==> config.mk <==
export PLATFORM = sky130hd
export DESIGN_NAME = sequential_divider
export DESIGN_NICKNAME = d
export VERILOG_FILES = /design/src/rtl/divider_pkg.sv /design/src/rtl/div_step.sv /design/src/rtl/sequential_divider.sv
export SDC_FILE = /design/constraint.sdc
export NUM_CORES = 1
export LEC_CHECK = 0
export CAP_MARGIN = 20
export CORE_MARGIN = 2
export CORE_UTILIZATION = 58
export DETAILED_ROUTE_END_ITERATION = 10
export GPL_ROUTABILITY_DRIVEN = 0
export HOLD_SLACK_MARGIN = 0.15
export PLACE_DENSITY = 0.95
export SETUP_SLACK_MARGIN = 0.3
export SYNTH_ARGS = -nofsm -noshare
export SYNTH_HDL_FRONTEND = slang
export SYNTH_HIERARCHICAL = 1
export SYNTH_SLANG_ARGS = --single-unit
==> constraint.sdc <==
create_clock -name clk -period 4 [get_ports clk]
set_input_delay 1.2 -clock clk [delete_from_list [all_inputs] [get_ports clk]]
set_output_delay 1.2 -clock clk [all_outputs]
set_load 0.005 [all_outputs]
==> images/congestion_map.png <==
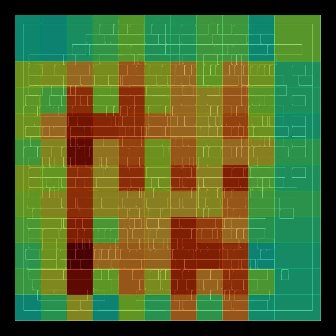
met1 GRT Util: 0.3306
met3 usage in global routing: 0.05222
GRT busiest layer: met2
wire per inst: 16.73 um

==> images/class_map.png <==
(4 px per um) Fill, decap, tap and diode cells in grey.
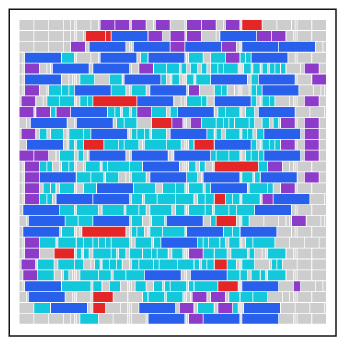
| colour | class | cells |
|---|---|---|
| purple | remaining buffers and delay cells | 59 |
| red | clock drivers and dummy loads | 16 |
| cyan | remaining logic cells | 245 |
| blue | registers | 66 |
core region area: 0.005851 sq mm
post-route cell area: 0.004290 sq mm
final core occ: 0.7333

==> images/m3.png <==
(6 px per um)
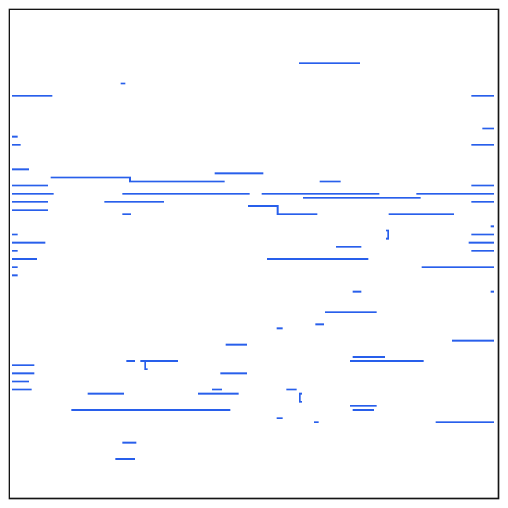
longest straight run: 26.2 um
nets with wire on the layer: 55
count of vias placed by the detailed router: 2700
WL final: 7713 um

==> images/gates.png <==
(4 px per um)
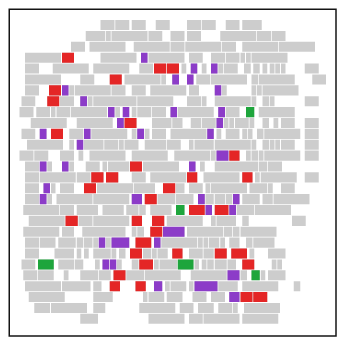
| colour | family | cells |
|---|---|---|
| red | non-inverting ao/oa cells | 35 |
| purple | aoi and oai cells | 40 |
| green | and/or cells | 5 |
fin cells: 461
logic gate fraction of the total cell area: 0.3858

==> images/sizing.png <==
(4 px per um)
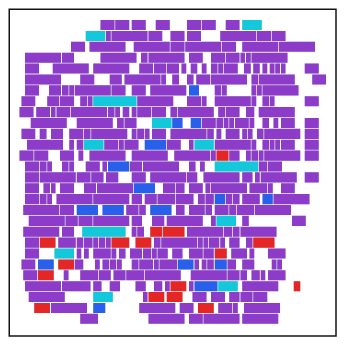
| colour | size | cells | share |
|---|---|---|---|
| blue | x3 and x4 | 16 | 4.1% |
| purple | x1 and smaller | 342 | 89% |
| cyan | x6 and larger | 12 | 3.1% |
| red | x2 | 16 | 4.1% |
least setup slack across all paths after layout: 1289 ps
Buffers excl. clock: 59
layout overhead on the synthesized area: 23.84%

==> results_dict.tcl <==
# yosys + openroad results
set metrics [dict create \
    cts_htree_levels 3 \
    max_slew.worst_pin.slew_ps 657.4 \
    drv.max_cap_violation_count 0 \
    nMultiInputCombCells 226 \
    static-leakage-power_nw 1.928 \
    ff2ff_setup_slack_ps 1290 \
    netlist_top_cells_count "dfrtp_1 (66), nand2_1 (49), mux2i_1 (27)" \
    power_frac_comb 0.485 \
    layout.area.comb_sq_mm 0.001655 \
    die_h_um 81.29 \
    die_width_um 81.29 \
    part_of_the_cycle_the_worst_path_needs 0.6778 \
    total_die_size_sq_mm 0.006607 \
    synthesis.area_sq_mm 0.003465 \
    seq_cell_count 66 \
    finalHoldViolCount 0 \
    drt_drc_violations_left 0 \
    cts_buffer_depth 2 \
    critPathRequiredTime_ps 4240 \
    finish.net_count 422 \
    outcome "complete, no violations" \
    worst_clock_skew_ps 7.450 \
    achievable-frequency_mhz 368.8 \
    critical_path_peak_fanout 9 \
    worst_case_headroom_to_the_max_slew_limit 0.5617 \
    seq_power_share 0.325 \
    buffer_ports.inserted 55 \
    placed_cells 444 \
    grt_start_max_net_pins 45 \
    met2_track_utilization_from_global_routing 0.4197 \
    synth_seq_share 0.4767 \
    setup_viol 0 \
    ctsResizeCount 0 \
    detailed_place_hpwl_um 5435 \
    syn_area_per_cell_sq_um 10.60 \
    setup_repair_after_global_routing_missed_its_margin "no" \
    slew_violations 0 \
    antennaDiodeCount 0 \
    synth_stat.cells 327 \
    met3_length_um 393 \
    stage_log_warnings 29 \
    pin_count 56 \
    setup.worst_path.end_class "flop" \
    layout_top_cell "dfrtp_1" \
    netlist_instances 327 \
    antenna_found_initial 0 \
    hold_path.class "reg -> reg" \
    cellPowerDensity_mw_per_mm2 838.3 \
    worst_hold_path.num_cells 2 \
    layout.non_clock_inverters 19 \
    layout.clock_buffers 10 \
    layout.filler_cells 386 \
    groute.usage.overall 0.2577 \
    buffer_area_frac 0.1342 \
    timing.reg2reg.worst_path_depth 7 \
    area_leaders "dfrtp_1 (48%), mux2i_1 (7.8%), nand2_1 (5.3%), ha_1 (4.7%), o21ai_0 (3.2%)" \
    top_power_group "combinational logic" \
    route.layer.met1.wl_um 3264 \
    worst_ir_drop_vdd_uv 470.8 \
    synth_top_flop_cell "dfrtp_1" \
    post_cts_hold_buffer_count 0 \
    top_cell "dfrtp_1" \
    area.share.sequential 0.3850 \
]
## logic make-up after synthesis
group                      Yosys count  share of synthesized area
and+or+nand+nor                     93                     0.1282
muxes                               41                     0.1300
AOI/OAI and AO/OA                   75                     0.1582
adders and majority gates           14                    0.05273
xor gates and xnor gates             3                   0.007585
DFF                                 66                     0.4767
buffers and inverters               35                    0.04659
## through the flow
step | setup slack, ps | total power, mW | hold slack (ps)
finish | 1289 | 3.597 | 483.4
global route | 1162 | 3.827 | 513.7
CTS | 1289 | 3.581 | 494.1
detailed placement | 987.9 | 2.881 | 474.1
global placement | 1053 | 2.776 | 458.3
floorplan | 1512 | 2.369 | 449.8
## critical path: stages (launching register included)
cell and delay, ps:
dfrtp_1 420, ha_1 380, a21o_1 250, a2111oi_2 390
o21a_1 540, mux2_4 350, mux2i_1 190, o21ai_1 80
No activity file was given, so power comes from the tool's default toggle rates.
